## src/rtl/riscv_pkg.sv

```systemverilog
// Shared RV32 fetch/decode definitions: opcode constants, the canonical NOP and
// the fetch FSM state encoding.
// Ports: none (package).
package riscv_pkg;

   // Major opcodes (instr[6:0]) consumed by control_unit.
   localparam logic [6:0] OPC_RTYPE  = 7'b0110011;
   localparam logic [6:0] OPC_ITYPE  = 7'b0010011;
   localparam logic [6:0] OPC_LOAD   = 7'b0000011;
   localparam logic [6:0] OPC_STORE  = 7'b0100011;
   localparam logic [6:0] OPC_BRANCH = 7'b1100011;
   localparam logic [6:0] OPC_JAL    = 7'b1101111;
   localparam logic [6:0] OPC_JALR   = 7'b1100111;

   // addi x0,x0,0 -- shown downstream whenever the IF/ID slot is empty.
   localparam logic [31:0] NOP_INSTR = {12'h000, 5'd0, 3'b000, 5'd0, OPC_ITYPE};

   typedef enum logic [1:0] {
      S_IDLE  = 2'd0,
      S_FETCH = 2'd1,
      S_DRAIN = 2'd2
   } fetch_state_t;

endpackage

```

## src/rtl/fetch_unit_if.sv

```systemverilog
// Fetch-stage bundle: hazard/redirect inputs, instruction-memory valid/ready port
// and the IF/ID outputs towards decode.
// Ports: master = fetch_unit side, slave = environment (hazard unit, imem, decode).
interface fetch_unit_if #(
   parameter int XLEN = 32
);
   logic            stall;
   logic            redirect_valid;
   logic [XLEN-1:0] redirect_pc;

   logic            imem_req;
   logic [XLEN-1:0] imem_addr;
   logic            imem_ready;
   logic [31:0]     imem_rdata;

   logic            if_valid;
   logic [XLEN-1:0] if_pc;
   logic [31:0]     if_instr;
   logic [6:0]      opcode;

   modport master (
      input  stall, redirect_valid, redirect_pc, imem_ready, imem_rdata,
      output imem_req, imem_addr, if_valid, if_pc, if_instr, opcode
   );

   modport slave (
      output stall, redirect_valid, redirect_pc, imem_ready, imem_rdata,
      input  imem_req, imem_addr, if_valid, if_pc, if_instr, opcode
   );
endinterface

```

## src/rtl/fetch_skid_buf.sv

```systemverilog
// One-entry {pc, instr} holding buffer that catches a word landing while IF/ID is stalled.
// Ports: clk_i/rst_i; load_i/unload_i/flush_i controls (flush wins, then load);
//        pc_i/instr_i write data; full_o, pc_o, instr_o registered contents.
module fetch_skid_buf #(
   parameter int XLEN = 32
) (
   input  logic            clk_i,
   input  logic            rst_i,
   input  logic            load_i,
   input  logic            unload_i,
   input  logic            flush_i,
   input  logic [XLEN-1:0] pc_i,
   input  logic [31:0]     instr_i,
   output logic            full_o,
   output logic [XLEN-1:0] pc_o,
   output logic [31:0]     instr_o
);

   logic            full_q,  full_d;
   logic [XLEN-1:0] pc_q,    pc_d;
   logic [31:0]     instr_q, instr_d;

   always_comb begin
      full_d  = full_q;
      pc_d    = pc_q;
      instr_d = instr_q;
      if (flush_i) begin
         full_d = 1'b0;
      end else if (load_i) begin
         full_d  = 1'b1;
         pc_d    = pc_i;
         instr_d = instr_i;
      end else if (unload_i) begin
         full_d = 1'b0;
      end
   end

   always_ff @(posedge clk_i) begin
      if (rst_i) begin
         full_q  <= 1'b0;
         pc_q    <= '0;
         instr_q <= '0;
      end else begin
         full_q  <= full_d;
         pc_q    <= pc_d;
         instr_q <= instr_d;
      end
   end

   assign full_o  = full_q;
   assign pc_o    = pc_q;
   assign instr_o = instr_q;

endmodule

```

## src/rtl/fetch_unit.sv

```systemverilog
// Instruction fetch stage with IF/ID register: PC, valid/ready imem port, stall skid, redirects.
// Ports: clk, rst (sync, active high); bus (fetch_unit_if.master) carrying stall/redirect,
//        imem_req/addr/ready/rdata and if_valid/if_pc/if_instr/opcode. Fetch-to-IF/ID latency 1.
module fetch_unit
   import riscv_pkg::*;
#(
   parameter int              XLEN      = 32,
   parameter logic [XLEN-1:0] RESET_PC  = '0,
   parameter logic [31:0]     NOP_WORD  = NOP_INSTR
) (
   input  logic         clk,
   input  logic         rst,
   fetch_unit_if.master bus
);

   localparam logic [XLEN-1:0] ALIGN_MASK = {{(XLEN-2){1'b1}}, 2'b00};

   fetch_state_t    state_q,    state_d;
   logic [XLEN-1:0] pc_q,       pc_d;
   logic [XLEN-1:0] tgt_q,      tgt_d;
   logic            req_q,      req_d;
   logic            vld_q,      vld_d;
   logic [XLEN-1:0] ipc_q,      ipc_d;
   logic [31:0]     instr_q,    instr_d;

   logic            xfer;
   logic            hold;
   logic [XLEN-1:0] redir_tgt;
   logic            skid_load, skid_unload, skid_flush;
   logic            skid_full, skid_full_d;
   logic [XLEN-1:0] skid_pc;
   logic [31:0]     skid_instr;

   assign xfer      = req_q && bus.imem_ready;
   assign hold      = bus.stall && vld_q;
   assign redir_tgt = bus.redirect_pc & ALIGN_MASK;

   fetch_skid_buf #(.XLEN(XLEN)) u_skid (
      .clk_i    (clk),
      .rst_i    (rst),
      .load_i   (skid_load),
      .unload_i (skid_unload),
      .flush_i  (skid_flush),
      .pc_i     (pc_q),
      .instr_i  (bus.imem_rdata),
      .full_o   (skid_full),
      .pc_o     (skid_pc),
      .instr_o  (skid_instr)
   );

   always_comb begin
      state_d     = state_q;
      pc_d        = pc_q;
      tgt_d       = tgt_q;
      vld_d       = vld_q;
      ipc_d       = ipc_q;
      instr_d     = instr_q;
      skid_load   = 1'b0;
      skid_unload = 1'b0;
      skid_flush  = 1'b0;

      if (bus.redirect_valid) begin
         // Redirect beats both stall and any transfer this cycle.
         vld_d      = 1'b0;
         instr_d    = NOP_WORD;
         skid_flush = 1'b1;
         if (state_q == S_DRAIN) begin
            if (xfer) begin
               pc_d    = redir_tgt;
               state_d = S_FETCH;
            end else begin
               tgt_d = redir_tgt;
            end
         end else if (req_q && !bus.imem_ready) begin
            // Request must stay stable until accepted: park the target and drain.
            tgt_d   = redir_tgt;
            state_d = S_DRAIN;
         end else begin
            pc_d    = redir_tgt;
            state_d = S_FETCH;
         end
      end else begin
         case (state_q)
            S_IDLE:  state_d = S_FETCH;
            S_DRAIN: begin
               if (xfer) begin
                  pc_d    = tgt_q;
                  state_d = S_FETCH;
               end
            end
            default: begin
               if (xfer) pc_d = pc_q + XLEN'(4);
            end
         endcase

         if (hold) begin
            // Slot frozen; a word landing now is parked. The skid is empty here
            // because no request is issued while it is full.
            if (xfer && state_q == S_FETCH) skid_load = 1'b1;
         end else if (skid_full) begin
            vld_d       = 1'b1;
            ipc_d       = skid_pc;
            instr_d     = skid_instr;
            skid_unload = 1'b1;
         end else if (xfer && state_q == S_FETCH) begin
            vld_d   = 1'b1;
            ipc_d   = pc_q;
            instr_d = bus.imem_rdata;
         end else begin
            vld_d   = 1'b0;
            instr_d = NOP_WORD;
         end
      end

      skid_full_d = skid_flush ? 1'b0 :
                    skid_load  ? 1'b1 :
                    skid_unload ? 1'b0 : skid_full;

      // Registered request, derived from the next state so it never drops mid-transfer.
      req_d = (state_d == S_DRAIN) || ((state_d == S_FETCH) && !skid_full_d);
   end

   always_ff @(posedge clk) begin
      if (rst) begin
         state_q <= S_IDLE;
         pc_q    <= RESET_PC;
         tgt_q   <= RESET_PC;
         req_q   <= 1'b0;
         vld_q   <= 1'b0;
         ipc_q   <= '0;
         instr_q <= NOP_WORD;
      end else begin
         state_q <= state_d;
         pc_q    <= pc_d;
         tgt_q   <= tgt_d;
         req_q   <= req_d;
         vld_q   <= vld_d;
         ipc_q   <= ipc_d;
         instr_q <= instr_d;
      end
   end

   assign bus.imem_req  = req_q;
   assign bus.imem_addr = pc_q;
   assign bus.if_valid  = vld_q;
   assign bus.if_pc     = ipc_q;
   assign bus.if_instr  = vld_q ? instr_q : NOP_WORD;
   assign bus.opcode    = bus.if_instr[6:0];

endmodule
```

## src/flat_wrapper.sv

```systemverilog
// flat-port wrapper written by rule: the top's interface ports become plain ports
module fetch_unit_flat import riscv_pkg::*;
#(
   parameter int              XLEN      = 32,
   parameter logic [XLEN-1:0] RESET_PC  = '0,
   parameter logic [31:0]     NOP_WORD  = NOP_INSTR
)
  (clk, rst, bus_stall, bus_redirect_valid, bus_redirect_pc, bus_imem_ready, bus_imem_rdata, bus_imem_req, bus_imem_addr, bus_if_valid, bus_if_pc, bus_if_instr, bus_opcode);
  fetch_unit_if #(.XLEN(XLEN)) bus_i ();
  input  logic clk;
  input  logic rst;
  input wire logic [$bits(bus_i.stall)-1:0] bus_stall;
  input wire logic [$bits(bus_i.redirect_valid)-1:0] bus_redirect_valid;
  input wire logic [$bits(bus_i.redirect_pc)-1:0] bus_redirect_pc;
  input wire logic [$bits(bus_i.imem_ready)-1:0] bus_imem_ready;
  input wire logic [$bits(bus_i.imem_rdata)-1:0] bus_imem_rdata;
  output wire logic [$bits(bus_i.imem_req)-1:0] bus_imem_req;
  output wire logic [$bits(bus_i.imem_addr)-1:0] bus_imem_addr;
  output wire logic [$bits(bus_i.if_valid)-1:0] bus_if_valid;
  output wire logic [$bits(bus_i.if_pc)-1:0] bus_if_pc;
  output wire logic [$bits(bus_i.if_instr)-1:0] bus_if_instr;
  output wire logic [$bits(bus_i.opcode)-1:0] bus_opcode;
  assign bus_i.stall = bus_stall;
  assign bus_i.redirect_valid = bus_redirect_valid;
  assign bus_i.redirect_pc = bus_redirect_pc;
  assign bus_i.imem_ready = bus_imem_ready;
  assign bus_i.imem_rdata = bus_imem_rdata;
  assign bus_imem_req = bus_i.imem_req;
  assign bus_imem_addr = bus_i.imem_addr;
  assign bus_if_valid = bus_i.if_valid;
  assign bus_if_pc = bus_i.if_pc;
  assign bus_if_instr = bus_i.if_instr;
  assign bus_opcode = bus_i.opcode;
  fetch_unit #(.XLEN(XLEN), .RESET_PC(RESET_PC), .NOP_WORD(NOP_WORD)) u_core (.clk(clk), .rst(rst), .bus(bus_i));
endmodule
```

## config.mk

```make
export PLATFORM = sky130hd
export DESIGN_NAME = fetch_unit_flat
export DESIGN_NICKNAME = d
export VERILOG_FILES = /design/src/rtl/riscv_pkg.sv /design/src/rtl/fetch_unit_if.sv /design/src/rtl/fetch_skid_buf.sv /design/src/rtl/fetch_unit.sv /design/src/flat_wrapper.sv
export SDC_FILE = /design/constraint.sdc
export NUM_CORES = 1
export LEC_CHECK = 0
export ABC_AREA = 1
export CAP_MARGIN = 0
export CORE_ASPECT_RATIO = 0.75
export CORE_MARGIN = 2
export CORE_UTILIZATION = 52
export CTS_CLUSTER_DIAMETER = 50
export DETAILED_ROUTE_END_ITERATION = 7
export PLACE_DENSITY = 0.82
export SLEW_MARGIN = 20
export SYNTH_ARGS = -nofsm -noshare
export SYNTH_HDL_FRONTEND = slang
export SYNTH_SLANG_ARGS = --single-unit
```

## constraint.sdc

```tcl
create_clock -name clk -period 2.1 [get_ports clk]
set_clock_uncertainty 0.15 [all_clocks]
set_input_delay 0.42 -clock clk [delete_from_list [all_inputs] [get_ports clk]]
set_output_delay 0.42 -clock clk [all_outputs]
set_load 0.01 [all_outputs]
```

==> results.cfg, run 1 <==
; yosys + openroad results
[setup_path]
critPathArrivalTime_ps = 1500
critPathKind = flip-flop to primary output

[detailed_routing]
drt-met1-wl_mm = 11.50
drcViolationCount = 0
wl_met2_mm = 11.62
drtAntennaViolNets = 0

[global_route]
grt_overflow = 0
grt_pass1_wl_mm = 41.20
use_met3_pct = 5.007

[power_and_ir_drop]
powerDensity_nw_per_um2 = 707.5
finalPower_uw = 8251
comb-power_uw = 1070
p_leak_uw = 0.005076
pg_seq_uw = 3840
switchingPower_uw = 2114

[layout]
nNetsFinal = 1561
diodes = 0
drive_above_1_share_pct = 9.375

[clocking]
htreeDepth = 4
cts_buffers = 17
path_clk_slew_ps = 70
cts-resized-gates = 53
clk_latency_ps = 430
cts_tree = done

[run_status]
status = complete, no violations

[placed_design]
dpl.hpwl_mm = 17.50

[die]
io_pins = 174
coreArea_um2 = 16830

[synthesis]
ys.flop_type = dfxtp_1
ys_chip_area_um2 = 8924
synth.logic.top_family = simple AND/OR/NAND/NOR gates

[final_timing]
period_used_pct = 98.75
rsz0062_at_grt = false
fmax_mhz = 482.2
finalSetupViolations = 0

[min_path]
hold-path-endpoint = u_core.u_skid.instr_o[23]
## run 1: kinds of logic after synthesis
group,Yosys count
simple gates,533
other cells,1
buf+inv,263
flops,189
fa+ha+maj,1
xor+xnor,7
compound gates,339
## run 1: per-stage QoR
step                instances  setup WS [ps]  utilization [%]
floorplan                1336          296.2                -
global placement         1687         -107.3            65.74
detailed placement       1687         -156.6            65.74
CTS                      1719         0.5825            69.13
global route             1719          1.239            69.30
finish                   1719          26.26            69.30
## run 1: area by class of cell
type / count / area [um2] / share of cell area (%)
timing repair buffer: 237 / 2256 / 19.35
sequential: 189 / 3811 / 32.68
inverter: 162 / 608.1 / 5.215
multi-input combinational: 884 / 4110 / 35.25
clock inverter: 13 / 163.9 / 1.406
clock buffer: 19 / 442.9 / 3.798
tap: 215 / 269.0 / 2.307
Fig. 1: run 1, routing congestion
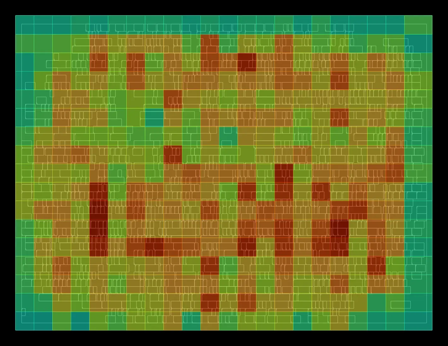
global routing's busiest layer: met2
met2 usage: 43.44%
WL/cell: 14.71 um
GRT met1 Usage: 39.15%
Global Route Usage Sum: 27.58%

Fig. 2: run 1, the metal 2 layer
Scale: 2 px per um. Cells faint in the background.
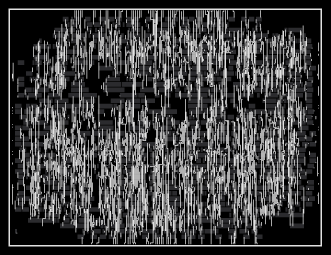
wire length on this layer = 11600 um
longest straight run = 48.4 um
vias: 9341
Routed WL: 25.29 mm

Fig. 3: run 1, selected gate families
Scale: 3 px per um.
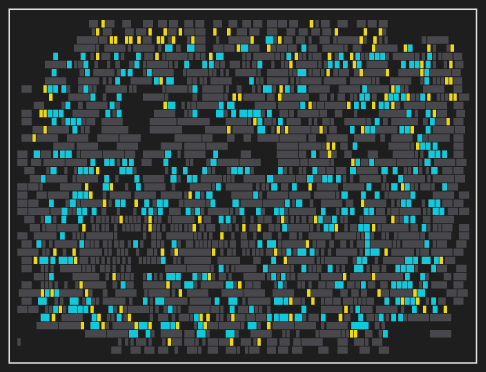
cyan -> aoi and oai cells  # cells 339, most used o21ai_0, where spread over the die
yellow -> inv cells  # cells 162, most used inv_1, where spread over the die

Fig. 4: run 1, cells by drive strength
Scale: 3 px per um.
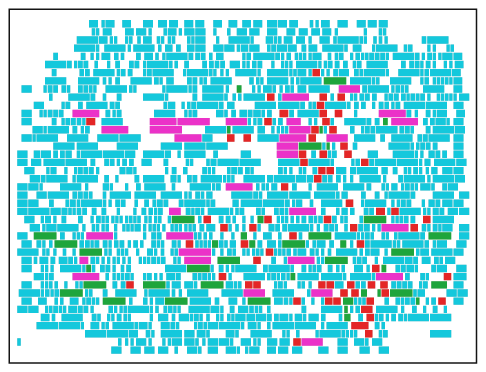
green -> _2 cells  # cells 42, share 2.8%, most used dfxtp_2
magenta -> _6 and larger  # cells 32, share 2.1%, most used clkbuf_16
cyan -> _0 and _1 cells  # cells 1363, share 91%, most used nand2_1
red -> _3 and _4 cells  # cells 67, share 4.5%, most used buf_4
Non-clk bufs: 237
Finished Cell Area: 11660 um2
Area growth, synth to finish: 30.68%
setup slack after layout: 26.26 ps

Fig. 5: run 1, the metal 3 layer
Scale: 2 px per um.
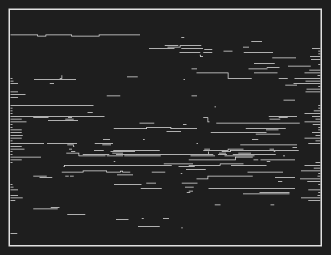

==> run 1 -> run 2 <==
- SKIP_LAST_GASP: default -> 1
Fig. 6: run 2, the metal 3 layer
Scale: 2 px per um.
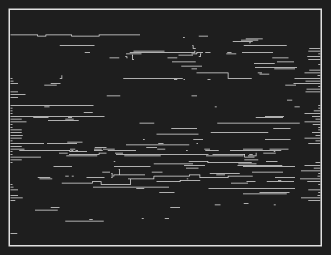
longest straight run = 46.7 um
main direction = horizontal
wire length on this layer = 1980 um
nets with wire on the layer = 184
met3 usage in global routing: 5.007%
vias: 9365
Routed WL: 25.89 mm

Fig. 7: run 2, selected gate families
Scale: 3 px per um.
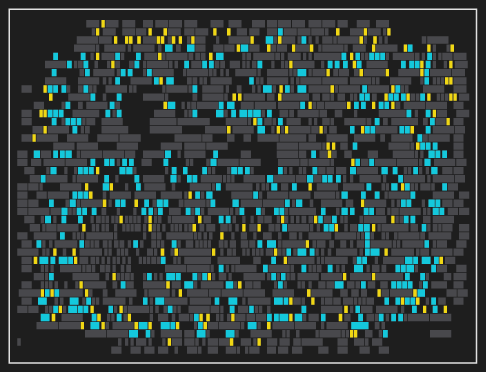
dominant logic cell type in the layout: nand2_1
fraction of area in multi-input gates: 34.75%
fin cells: 1720

Fig. 8: run 2, routing congestion
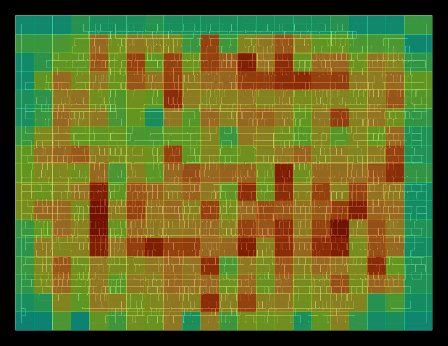
Final Core Density: 70.39%
Global Route Usage Sum: 27.57%
WL/cell: 15.05 um
met2 usage: 43.42%

==> run 2 against run 1 <==
Against the previous run:
- cell count about the same
- non-clock buffer count up 1
- core utilization up 1.1 points
- register-to-register slack about the same
- die size unchanged
- count of clock-buffer cells in the layout unchanged
- total power about the same
- via count up 0.26%
==> results.cfg, run 2 <==
; yosys + openroad results
[detailed_routing]
drcViolationCount = 0
drt-met1-wl_mm = 11.69
vias_per_cell = 5.445
wl_met2_mm = 11.80
drt_iter0_drc = 853
first_pass_iters = 6
drtAntennaViolNets = 0
routed-wl-met3_mm = 1.982

[final_timing]
finalSetupTns_ps = 0
tightest_slew_ps = 666.9
period_used_pct = 98.60
finalWorstSetupSlack_ps = 29.43
fmax_mhz = 483.0
final_hold_viol_count = 0
period_minus_slack_ps = 2071
finalSetupViolations = 0
hold_slack_ps = 96.70
slew_headroom_pct = 55.54
report.final.slew_viol_count = 0
rsz0062_at_grt = false

[placed_design]
post_dp_cell_area_um2 = 11060
io_buffers = 167
post-place-cells = 1687
dpl.hpwl_mm = 17.50
post-place-ws_ps = -156.6
gp_congestion = 0.8836

[synthesis]
synth.distinct_cells = 32
synth-async-reset-ratio_pct = 0
yosys.area.top_type = dfxtp_1
ys_cells = 1333
synthCells = 1333
synth_area_um2 = 8924
ys_chip_area_um2 = 8924
ys.flop_type = dfxtp_1
synthTopCellsByCount = nand2_1, dfxtp_1, nor2_1
topCellsByArea = dfxtp_1, nand2_1, o21ai_0, nor2_1, inv_1
ys_ff = 189
most_common_cell = nand2_1
synth.logic.top_family = simple AND/OR/NAND/NOR gates
synth-xor-area-share_pct = 0.6870
compound_area_share_pct = 21.23
synthSimpleGateAreaFrac_pct = 23.61
synth_warnings = 0

[layout]
nNetsFinal = 1562
layout_top_cells = nand2_1, nor2_1, o21ai_0, dfxtp_1, inv_1
diodes = 0
final_cell_area_um2 = 11840
drive_above_1_share_pct = 9.435
area_growth_pct = 32.73

[setup_path]
crit_path_start_kind = flip-flop
critPathArrivalTime_ps = 1500
path_max_fanout = 5
critPathTopFamily = buffers and inverters
cpPeakStageDelay_ps = 590
critPathKind = flip-flop to primary output
critPathLaunch = u_core.bus.imem_addr[31]
crit_chain = clkdlybuf4s50_1
cp.required_ps = 1530

[die]
dieHeight_um = 117.5
chipArea_um2 = 18240
io_pins = 174
coreArea_um2 = 16830

[global_route]
top_usage_layer = met2
grt_pass1_vias = 8449
grt_overflow = 0
grt_pass1_wl_mm = 41.18
antenna_found_initial = 0
grt_max_degree = 66
gr-usage-met1_pct = 39.15

[clocking]
clk_latency_ps = 440
cts.root.buffer_cell = clkbuf_16
cts_tree = done
path_clk_slew_ps = 70
cts_buffers = 17
htreeDepth = 4
cts_hold_buf = 0
clockBufferDepth = 2
clkSinkCount = 189
cts-resized-gates = 12

[power_and_ir_drop]
finalPower_uw = 8258
p_leak_uw = 0.005569
powerDensity_nw_per_um2 = 697.2

[job]
drv_cap = 0

[run_status]
status = complete, no violations

[min_path]
hold_class = input pin to flip-flop
## run 2: final cells by class
cell class              instances  area (um2)
repair buffers                238        2431
flip-flops and latches        189        3814
multi-input cells             884        4115
inverters                     162       608.1
well taps                     215       269.0
clock buffers                  19       442.9
fillers                      1396        4982
clock inverters                13       163.9
## run 2: final timing paths
kind                               end  slack (ps)  depth (start not counted)
max                  bus_imem_addr[31]          30                          1
min          u_core.u_skid.instr_o[23]         100                          2
max reg2reg   u_core.bus.imem_addr[24]         110                          9
min reg2reg  u_core.u_skid.instr_o[25]         300                          2
## run 2: power by group
group	total [uW]	internal, uW	switching, uW
Clock	3350	1910	1430
Sequential	3840	3720	120
Combinational	1070	504	570
Fig. 9: run 2, the metal 2 layer
Scale: 2 px per um. Cells faint in the background.
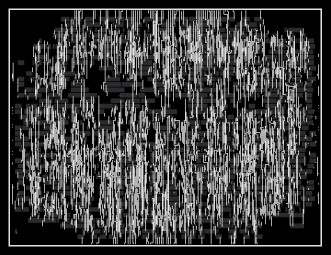

==> run 2 -> run 3 <==
- ABC_AREA: 1 -> default
- CORE_UTILIZATION: 52 -> 64
- DONT_BUFFER_PORTS: default -> 1
- GPL_TIMING_DRIVEN: default -> 0
Fig. 10: run 3, the metal 2 layer
Scale: 2 px per um. Cells faint in the background.
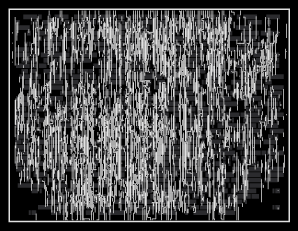
Routed WL: 27.16 mm
vias: 8425
met2 usage: 53.13%

Fig. 11: run 3, the metal 3 layer
Scale: 2 px per um.
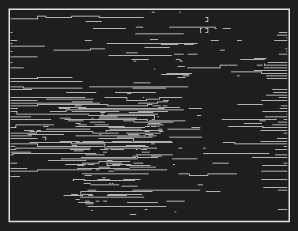
share of all routed wire = 13%
longest straight run = 58.7 um
nets with wire on the layer = 221

Fig. 12: run 3, cells by drive strength
Scale: 3 px per um.
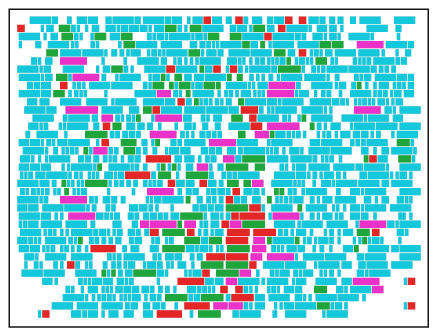
red -> _3 and _4 cells  # cells 51, share 4.3%, most used buf_4
green -> _2 cells  # cells 97, share 8.1%, most used clkbuf_2
magenta -> _6 and larger  # cells 37, share 3.1%, most used clkbuf_16
cyan -> _0 and _1 cells  # cells 1007, share 84%, most used nand2_1

==> run 3 against run 2 <==
Against the previous run:
- the run now ends with setup timing left
- clock power decreased by 5%
- worst hold slack got worse by 97 ps
- total power decreased by 4.4%
- sequential share of layout area increased by 4.3 points
==> results.cfg, run 3 <==
; yosys + openroad results
[synthesis]
synth_area_um2 = 8775
ys_ff = 189
ys_cells = 1093
ys.flop_type = dfxtp_1
synthSimpleGateAreaFrac_pct = 22.91
synth-async-reset-ratio_pct = 0
yosys.area.top_type = dfxtp_1
synth.logic.top_family = simple AND/OR/NAND/NOR gates
synthTopCellsByCount = nand2_1, dfxtp_1, a21oi_1
synth-xor-area-share_pct = 0.8983
most_common_cell = nand2_1
synth_warnings = 0
topCellsByArea = dfxtp_1, nand2_1, a21oi_1, nor2_1, mux2i_1
synth.distinct_cells = 60

[final_timing]
period_used_pct = 102.9
finalSetupViolations = 1
finalSetupTns_ps = -60.68
hold_slack_ps = 0.08421
tightest_slew_ps = 704.4
slew_headroom_pct = 53.04
report.final.slew_viol_count = 0
finalWorstSetupSlack_ps = -60.68
final_hold_viol_count = 0
fmax_mhz = 462.8
rsz0062_at_grt = true

[setup_path]
critPathLaunch = u_core.bus.imem_addr[4]
critPathKind = flip-flop to flip-flop
cp.required_ps = 2280
reg2reg_to = u_core.bus.imem_addr[13]
crit_end = u_core.bus.imem_addr[13]
crit_path_start_kind = flip-flop
r2r_cells = 7
ff2ff_setup_slack_ps = -60

[placed_design]
io_buffers = 0
gp_congestion = 0.9494
post-place-ws_ps = -615.7
dpl.hpwl_mm = 18.77

[layout]
drive_above_1_share_pct = 15.52
area.sequential_um2 = 3830
layout_top_cells = nand2_1, dfxtp_1, a21oi_1, nor2_1, dlygate4sd3_1
final_cell_area_um2 = 10490
area_growth_pct = 19.56
diodes = 0
logic_area_um2 = 4544
num-fill-cells = 998
finalNonFillerCells = 1367
nNetsFinal = 1249

[power_and_ir_drop]
top_power_group = registers
finalPower_uw = 7890
p_clk_uw = 3190
pg_seq_uw = 3880
comb-power_uw = 828
powerDensity_nw_per_um2 = 752.1
p_leak_uw = 0.003620
p_int_uw = 5836
pwr-share-clk_pct = 40.4
comb_power_share_pct = 10.5

[global_route]
grt_max_degree = 17
grt_overflow = 0
grt_pass1_vias = 7800
grt_pass1_wl_mm = 42.23
antenna_found_initial = 0
grt_use_total_pct = 36.28
top_usage_layer = met2

[detailed_routing]
drt-met1-wl_mm = 11.62
drtAntennaViolNets = 0
vias_per_cell = 6.163
first_pass_iters = 7
wl_met2_mm = 11.61

[clocking]
htreeDepth = 4
clk_latency_ps = 440
cts_tree = done
cts.root.buffer_cell = clkbuf_16
cts_hold_buf = 57
clkSinkCount = 189
clockBufferDepth = 2

[min_path]
min_path_cells = 2
hold_class = input pin to flip-flop

[job]
drv_cap = 0

[run_status]
status = complete, but fails checks
violations = setup timing

[die]
io_pins = 174
==> run 3: cell count changes after synthesis, moves of 23 or more <==
cell | before | now
nand3_1 | 66 | 19
and2_1 | 3 | 33
nand2_1 | 287 | 220
a31oi_1 | 30 | 7
nor2_1 | 172 | 101
inv_1 | 159 | 8
mux2i_1 | 0 | 34
a211oi_1 | 4 | 41
a21oi_1 | 94 | 127
o21ai_0 | 167 | 38
==> run 3: critical path, cell delays in order, from the launching register on <==
cell and delay, ps:
dfxtp_2 360, clkbuf_8 150, nand4_1 220, buf_4 250, nor4_1 350, xnor2_1 130, a21o_1 200, a211oi_1 240
==> run 3: cell type report <==
cell class	count	area share [%]
tap	175	2.087
timing repair buffer	68	6.261
inverter	8	0.2862
buffer	104	6.118
clock inverter	9	1.061
multi-input combinational	791	43.32
clock buffer	23	4.365
sequential	189	36.51
No activity file was given, so power comes from the tool's default toggle rates.
